`config.mk`:
```
export PLATFORM = sky130hd
export DESIGN_NAME = operand_gatherer
export DESIGN_NICKNAME = d
export VERILOG_FILES = /design/src/rtl/mpi_stream_pkg.sv /design/src/rtl/operand_gatherer.sv
export SDC_FILE = /design/constraint.sdc
export NUM_CORES = 1
export LEC_CHECK = 0
export CAP_MARGIN = 5
export CORE_ASPECT_RATIO = 0.9
export CORE_MARGIN = 3
export CORE_UTILIZATION = 30
export CTS_CLUSTER_DIAMETER = 40
export DETAILED_ROUTE_END_ITERATION = 7
export GPL_TIMING_DRIVEN = 1
export SLEW_MARGIN = 20
export SYNTH_ARGS = -nofsm -noshare
export SYNTH_HDL_FRONTEND = slang
export SYNTH_SLANG_ARGS = --single-unit
```
`constraint.sdc`:
```
create_clock -name aclk -period 1.3 [get_ports aclk]
set_input_delay 0.195 -clock aclk [delete_from_list [all_inputs] [get_ports aclk]]
set_output_delay 0.195 -clock aclk [all_outputs]
set_load 0.005 [all_outputs]
```
`src/rtl/mpi_stream_pkg.sv`:
```
// Shared definitions for the MPI stream datapath: word width, AND-identity pad
// value and the operand gatherer's state type.
package mpi_stream_pkg;

    localparam int unsigned WORD_W = 16;
    localparam logic [WORD_W-1:0] PAD_AND = 16'hFFFF;

    typedef enum logic {
        COLLECT = 1'b0,
        HOLD    = 1'b1
    } gather_state_t;

endpackage

```
`src/rtl/operand_gatherer.sv`:
```
// Packs a serial stream of 16-bit operands into n-slot vectors for the reduction
// trees, producing the per-slot select mask and padding slots a short group leaves empty.
module operand_gatherer
    import mpi_stream_pkg::*;
#(
    parameter int unsigned       n   = 4,
    parameter logic [WORD_W-1:0] PAD = PAD_AND
) (
    input  logic                aclk,
    input  logic                reset,
    input  logic [WORD_W-1:0]   idata,
    input  logic                ivalid,
    output logic                iready,
    input  logic                istart,
    input  logic                ilast,
    output logic [WORD_W*n-1:0] odata,
    output logic [n-1:0]        osel,
    output logic                ovalid,
    input  logic                oready,
    output logic                ostart,
    output logic                olast,
    output logic                oerr
);

    localparam int unsigned       DATA_W    = WORD_W * n;
    localparam int unsigned       CNT_W     = $clog2(n);
    localparam logic [CNT_W-1:0]  LAST_SLOT = CNT_W'(n - 1);
    localparam logic [DATA_W-1:0] PAD_VEC   = {n{PAD}};

    gather_state_t     state_q, state_d;
    logic [CNT_W-1:0]  count_q, count_d;
    logic [DATA_W-1:0] odata_q, odata_d;
    logic [n-1:0]      osel_q, osel_d;
    logic              ovalid_q, ovalid_d;
    logic              ostart_q, ostart_d;
    logic              olast_q, olast_d;
    logic              oerr_q, oerr_d;
    // Remembers whether the most recent vector ended its group, so the next
    // group must open with istart.
    logic              closed_last_q, closed_last_d;

    logic in_xfer;
    logic out_xfer;

    assign iready   = (state_q == COLLECT) & ~reset;
    assign in_xfer  = ivalid & iready;
    assign out_xfer = ovalid_q & oready & ~reset;

    // Next-state: slot fill and vector close in COLLECT, release in HOLD.
    always_comb begin
        state_d       = state_q;
        count_d       = count_q;
        odata_d       = odata_q;
        osel_d        = osel_q;
        ovalid_d      = ovalid_q;
        ostart_d      = ostart_q;
        olast_d       = olast_q;
        oerr_d        = oerr_q;
        closed_last_d = closed_last_q;

        if (in_xfer) begin
            for (int unsigned k = 0; k < n; k++) begin
                if (count_q == CNT_W'(k)) begin
                    odata_d[WORD_W*(n-k)-1 -: WORD_W] = idata;
                    osel_d[n-1-k]                     = 1'b1;
                end
            end

            if (count_q == '0) begin
                ostart_d = istart;
                if (!istart && closed_last_q) begin
                    oerr_d = 1'b1;
                end
            end else if (istart) begin
                oerr_d = 1'b1;
            end

            if (ilast || (count_q == LAST_SLOT)) begin
                olast_d       = ilast;
                closed_last_d = ilast;
                ovalid_d      = 1'b1;
                state_d       = HOLD;
                count_d       = '0;
            end else begin
                count_d = CNT_W'(count_q + 1'b1);
            end
        end

        if (out_xfer) begin
            ovalid_d = 1'b0;
            odata_d  = PAD_VEC;
            osel_d   = '0;
            state_d  = COLLECT;
        end
    end

    always_ff @(posedge aclk) begin
        if (reset) begin
            state_q       <= COLLECT;
            count_q       <= '0;
            odata_q       <= PAD_VEC;
            osel_q        <= '0;
            ovalid_q      <= 1'b0;
            ostart_q      <= 1'b0;
            olast_q       <= 1'b0;
            oerr_q        <= 1'b0;
            closed_last_q <= 1'b0;
        end else begin
            state_q       <= state_d;
            count_q       <= count_d;
            odata_q       <= odata_d;
            osel_q        <= osel_d;
            ovalid_q      <= ovalid_d;
            ostart_q      <= ostart_d;
            olast_q       <= olast_d;
            oerr_q        <= oerr_d;
            closed_last_q <= closed_last_d;
        end
    end

    assign odata  = odata_q;
    assign osel   = osel_q;
    assign ovalid = ovalid_q;
    assign ostart = ostart_q;
    assign olast  = olast_q;
    assign oerr   = oerr_q;

endmodule

```
==> run_1/pinout.png <==
Drawn at 4 px/um. Pins as bars across the die edge, other pins in gray.
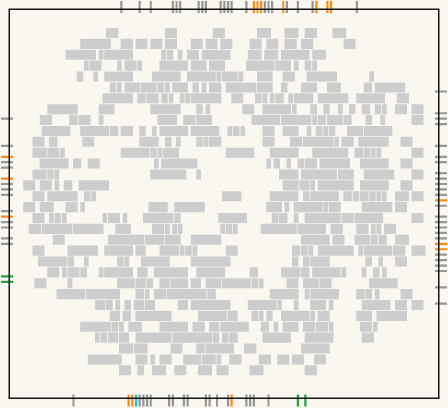
color	port	pins	direction	edge
cyan	ilast	1	input	bottom
orange	idata	16	input	7 top, 3 bottom, 3 left, 3 right
green	osel	4	output	2 left, 2 bottom

==> run_1/placed.png <==
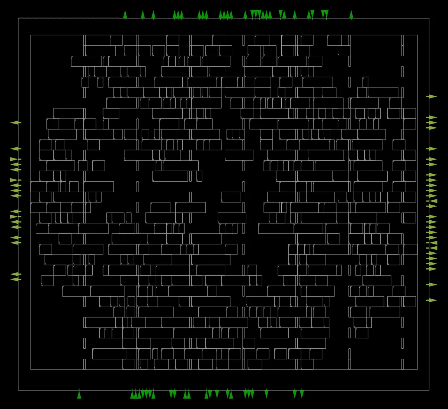
core box area: 8770 um2
Seq/total area: 0.329
flop count: 74
Final Non-Filler Cells: 564

==> flow_summary.ini, run 1 <==
; flow metrics
[layout]
num_antenna_cells = 0
stdcell_area_um2 = 4630
seq_area_um2 = 1530
area_growth_pct = 68.2

[global_routing]
grt_max_degree = 35
grt_overflow = 0

[synthesis]
synth_chip_area_um2 = 2750
fp_nets = 357
ff_type = dfxtp_1
topCellsByArea = dfxtp_1 (54%), nor2_1 (17%), a21oi_1 (12%)

[worst_setup_path]
startpoint = count_q[0]
critPathSlowestCell = dfxtp_4
cp.required_ns = 1.52
crit_family = flip-flops

[clock_network]
clockBufferDepth = 2
cts_tree = done
cts.sinks = 74

[detailed_routing]
drc = 0
ant_nets = 0

[final_timing]
setup_viol = 25
hold_viol = 0
period_used_share = 1.04
setup_ws_ns = -0.0477

[power]
pwr-share-seq = 0.522

[worst_hold_path]
hp-start = osel[0]

[place]
gp_congestion = 0.752
dpl_cell_area_um2 = 3860

[floorplan]
pin_count = 95

[run_status]
outcome = finished, violations left
violations = setup timing
==> run_1/port_trees.png <==
Drawn at 2 px/um.
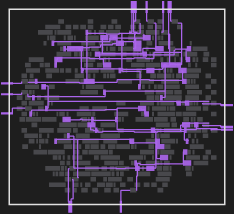
color	port	bits	direction	end cells	wire
purple	idata	16	input	64	1360 um

run 1: cell families after synthesis:
logic type / after synthesis / synth area share
buf+inv: 33 / 0.0741
mux: 1 / 0.00364
simple gates: 143 / 0.218
fa+ha+maj: 4 / 0.0182
flops: 74 / 0.538
compound gates: 76 / 0.148
run 1: final cells by class:
class | count | area share
clock inverter | 5 | 0.00649
tap | 119 | 0.0322
inverter | 8 | 0.00757
sequential | 74 | 0.329
timing repair buffer | 123 | 0.280
clock buffer | 11 | 0.0305
multi-input combinational | 224 | 0.314
run 1: power by group through the flow:
stage / registers, mW / clock network, mW / logic (mW)
final: 2.39 / 1.57 / 0.612
after global routing: 2.40 / 1.70 / 0.655
after CTS: 2.38 / 1.62 / 0.495
after detailed placement: 2.44 / 0 / 0.503
after global placement: 2.44 / 0 / 0.499
after floorplan: 2.44 / 0 / 0.191
run 1: per-layer routing:
metal / wire length, um / track usage / up-vias
met5: 0 / 0 / -
met4: 102 / 0.0531 / 0
met3: 442 / 0.0314 / 8
met2: 4030 / 0.205 / 75
met1: 4140 / 0.221 / 1197
li1: - / - / 1302
run 1: state kept, by name, indices dropped and copies added, names as in the netlist:
signal	flops
odata	64
osel	4
count_q	2
closed_last_q	1
oerr	1
ostart	1
ovalid	1
run 1: path summary, 6_finish.rpt:
kind | slack, ns | end
worst max-delay path | -0.05 | odata[19]
worst min-delay path | 0.44 | osel[0]
worst max register to register | -0.05 | odata[19]
worst min register to register | 0.44 | osel[0]
run 1: what timing repair did:
action	4_1_cts	5_1_grt
pin swaps	0	4
hold buffers	0	0
resized	109	101
gates cloned	1	10
setup buffers	1	1
endpoints found under the setup margin	107	66
==> inputs of run 2 (changes only) <==
--- a/config.mk
+++ b/config.mk
@@ -12,7 +12,6 @@
 export CTS_CLUSTER_DIAMETER = 40
 export DETAILED_ROUTE_END_ITERATION = 7
 export GPL_TIMING_DRIVEN = 1
-export SLEW_MARGIN = 20
 export SYNTH_ARGS = -nofsm -noshare
 export SYNTH_HDL_FRONTEND = slang
 export SYNTH_SLANG_ARGS = --single-unit
==> run 2 against run 1 <==
Compared with the run above:
- the run still ends with setup timing left
- clock power hardly changed
- combinational power hardly changed
- synthesized area stayed put
- synthesized cell count stayed put
- worst hold slack stayed put
- critical path depth stayed put
- largest cell class unchanged
- highest routed layer unchanged
==> flow_summary.ini, run 2 <==
; flow metrics
[worst_setup_path]
startpoint = count_q[0]
worst-path-buf-inv = 2
cp_max_fo = 5
critPathSlowestCell = dfxtp_4
crit_family = flip-flops
worstPathCellList = inv_4 > ha_4 > nand4bb_4 > clkbuf_16 > nor2_1 > a21oi_1
cp.required_ns = 1.52

[final_timing]
setup_ws_ns = -0.0477
tightest_slew_ns = 0.446
hold_viol = 0
setup_viol = 25
period_used_share = 1.04

[global_routing]
grt_max_degree = 35
grt_pass1_wl_um = 12000
grt_overflow = 0

[floorplan]
die_area_um2 = 10400
pin_count = 95
core-area_um2 = 8770

[layout]
num_antenna_cells = 0
area_growth_pct = 68.2
stdcell_area_um2 = 4630
final_cells = 564
largest_reg_flops = 64

[synthesis]
ff_type = dfxtp_1
synth_chip_area_um2 = 2750
synth_top_cell_by_count = nor2_1
yosysWarnings = 0
fp_nets = 357
topCellsByArea = dfxtp_1 (54%), nor2_1 (17%), a21oi_1 (12%)

[run_status]
violations = setup timing
outcome = finished, violations left

[clock_network]
clockBufferDepth = 2
cts_hold_buf = 0

[worst_hold_path]
hold_class = register to register
hp-start = osel[0]

[power]
pwr-share-seq = 0.522

[detailed_routing]
ant_nets = 0
drc = 0

[run]
warnings = 31

[place]
dpl_cell_area_um2 = 3860
[run 2: cell counts after synthesis]
Identical to the previous run, type by type.
[run 2: timing repair]
action                     4_1_cts  5_1_grt
setup endpoints to repair      107       66
buffers inserted                 1        1
cloned                           1       10
resized                        109      101
pin swaps                        0        4
[run 2: kinds of logic after synthesis]
group,Yosys count,share of synthesized area
buffers and inverters,33,0.0741
and+or+nand+nor,143,0.218
DFF,74,0.538
adders and majority gates,4,0.0182
muxes,1,0.00364
AOI/OAI and AO/OA,76,0.148
[run 2: area by class of cell]
class | count | area [um2]
clock inverters | 5 | 30.0
repair buffers | 123 | 1290
multi-input cells | 224 | 1450
flip-flops and latches | 74 | 1530
well taps | 119 | 149
inverters | 8 | 35.0
fillers | 828 | 4140
clock buffers | 11 | 141
[run 2: worst reg2reg max path, delay by kind of cell (launching register included)]
kind,cells,cell delay [ns]
flip-flops,1,0.37
buffers and inverters,2,0.33
AND/OR/NAND/NOR,2,0.32
adder cells (fa/ha/maj),1,0.16
AND-OR/OR-AND,1,0.05
[run 2: per-layer routing]
layer	global-route usage	up-vias	wire [um]
li1	-	1302	-
met1	0.221	1197	4140
met3	0.0314	8	442
met5	0	-	0
met4	0.0531	0	102
met2	0.205	75	4030
[run 2: final timing paths]
path                            cells past startpoint  slack [ns]   endpoint
worst max register to register                      6       -0.05  odata[19]
worst min-delay path                                2        0.44    osel[0]
worst min register to register                      2        0.44    osel[0]
worst max-delay path                                6       -0.05  odata[19]
[run 2: power groups by stage]
stage          Clock (mW)  Combinational (mW)  Sequential, mW
2_1_floorplan           0               0.191            2.44
3_3_place_gp            0               0.499            2.44
3_5_place_dp            0               0.503            2.44
4_1_cts              1.62               0.495            2.38
5_1_grt              1.70               0.655            2.40
6_report             1.57               0.612            2.39
==> run_2/placed.png <==
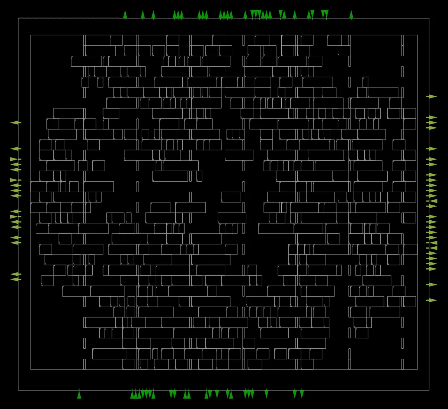
FP Rows: 32
n_taps: 119
number of fill cells in the layout: 828
Final Core Density: 0.528

==> run_2/port_trees.png <==
Drawn at 2 px/um.
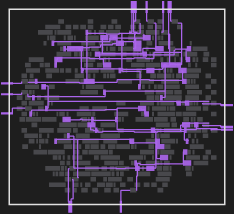
color	port	bits	direction	end cells	wire
purple	idata	16	input	64	1360 um

==> run_2/pinout.png <==
Drawn at 4 px/um. Pins as bars across the die edge, other pins in gray.
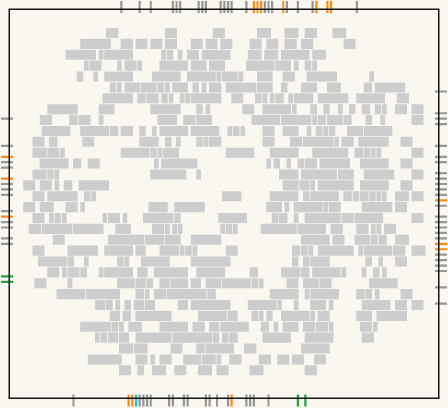
color	port	pins	direction	edge
green	osel	4	output	2 left, 2 bottom
orange	idata	16	input	7 top, 3 bottom, 3 left, 3 right
cyan	ilast	1	input	bottom

==> inputs of run 3 (changes only) <==
--- a/config.mk
+++ b/config.mk
@@ -5,13 +5,16 @@
 export SDC_FILE = /design/constraint.sdc
 export NUM_CORES = 1
 export LEC_CHECK = 0
+export ABC_CLOCK_PERIOD_IN_PS = 1300
 export CAP_MARGIN = 5
 export CORE_ASPECT_RATIO = 0.9
 export CORE_MARGIN = 3
-export CORE_UTILIZATION = 30
+export CORE_UTILIZATION = 40
 export CTS_CLUSTER_DIAMETER = 40
 export DETAILED_ROUTE_END_ITERATION = 7
 export GPL_TIMING_DRIVEN = 1
+export PLACE_DENSITY = 0.75
+export SETUP_SLACK_MARGIN = 0.02
 export SYNTH_ARGS = -nofsm -noshare
 export SYNTH_HDL_FRONTEND = slang
 export SYNTH_SLANG_ARGS = --single-unit
==> run 3 against run 2 <==
Compared with the run above:
- the run now ends clean
- global-route usage up 4.0 points
- combinational power decreased by 23%
- clock skew down 0.00059 ns
- final cell count down 7.6%
- via count decreased by 5.0%
- non-clock buffer count down 13
- worst setup slack improved by 0.073 ns
- synthesized area unchanged
- die area fell by 24%
==> flow_summary.ini, run 3 <==
; flow metrics
[global_routing]
grt_pass1_wl_um = 11400
grt_max_degree = 34

[layout]
area_growth_pct = 47.4
largest_reg_flops = 64

[synthesis]
topCombFamilyByArea = simple AND/OR/NAND/NOR gates
synth.cellmix.xorXnorShare = 0
synthAoiAreaFrac = 0.148

[worst_hold_path]
whs_path_depth = 2
whs_endpoint = ostart

[clock_network]
cts_hold_buf = 0

[worst_setup_path]
r2r-end = odata[62]
cp.depth = 6
worstPathCellList = inv_1 > ha_2 > nand4bb_4 > buf_12 > nor2_1 > a21oi_1
ff2ff_setup_slack_ns = 0.02
r2r_cells = 6
cp.required_ns = 1.53
cp_max_fo = 24

[run_status]
outcome = complete, no violations

[power]
powerClk_mw = 1.95
seq-power_mw = 2.38
p_comb_mw = 0.472
power_leader = registers

[detailed_routing]
ant_nets = 0

[final_timing]
period_used_share = 0.981

[floorplan]
pin_count = 95
[run 3: cell counts after synthesis]
No cell type changed its count.
[run 3: worst register-to-register path, cell delays in order, from the launching register on]
cell	delay (ns)
dfxtp_2	0.34
inv_1	0.09
ha_2	0.21
nand4bb_4	0.14
buf_12	0.19
nor2_1	0.13
a21oi_1	0.06
[run 3: routing by layer]
layer / track usage / wire [um] / part of all wire / up-vias
met3: 0.0672 / 452 / 0.063 / 10
met5: 0 / 0 / 0 / -
met1: 0.262 / 3350 / 0.47 / 1116
met2: 0.268 / 3280 / 0.46 / 69
li1: - / - / - / 1258
met4: 0.0613 / 102 / 0.014 / 0
[run 3: logic make-up (layout without fill, tap and decap cells)]
logic type               after synthesis  count (layout)
AND-OR/OR-AND                         76              76
adder cells (fa/ha/maj)                4               4
buffers and inverters                 33             133
flip-flops                            74              74
multiplexers                           1               1
AND/OR/NAND/NOR                      143             143
[run 3: area by class of cell]
class | count | area share
Inverter | 8 | 0.00740
Tap cell | 90 | 0.0278
Multi-Input combinational cell | 224 | 0.279
Clock inverter | 5 | 0.0194
Clock buffer | 10 | 0.0339
Sequential cell | 74 | 0.374
Timing Repair Buffer | 110 | 0.258
[run 3: what timing repair did]
item	4_1_cts	5_1_grt
gates cloned	0	1
resized	107	16
setup endpoints to repair	79	57
[run 3: metrics by stage]
stage	TNS [ns]	cell area [um2]	worst slack, ns	utilization
finish	0	4060	0.0248	0.613
global route	-0.227	4060	-0.0644	0.613
CTS	0	3980	0.00294	0.601
detailed placement	-22.90	3810	-0.418	0.575
global placement	-19.15	3810	-0.339	0.575
floorplan	0	2750	0.0457	-
==> run_3/port_trees.png <==
Drawn at 3 px/um.
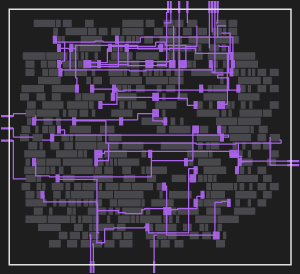
color	port	bits	direction	end cells	wire
purple	idata	16	input	64	1310 um

==> run_3/pinout.png <==
Drawn at 4 px/um. Pins as bars across the die edge, other pins in gray.
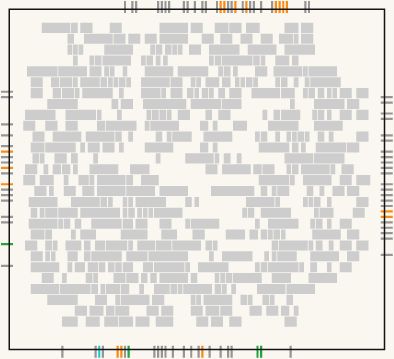
color	port	pins	direction	edge
green	osel	4	output	3 bottom, 1 left
cyan	ilast	1	input	bottom
orange	idata	16	input	8 top, 3 bottom, 3 left, 2 right
all pins by edge	30 top, 24 bottom, 23 right, 18 left

==> run_3/placed.png <==
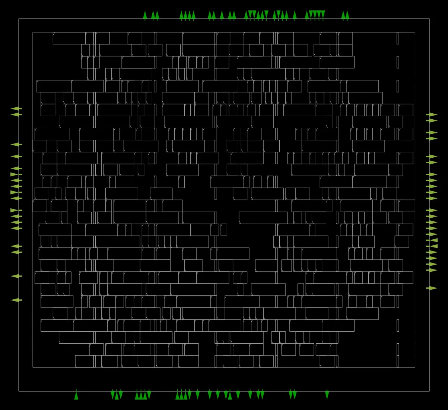
Seq/total area: 0.374
Final Core Density: 0.613
number of fill cells in the layout: 612
Final Non-Filler Cells: 521

Power figures rest on the tool's default switching activity, not on a simulated workload.
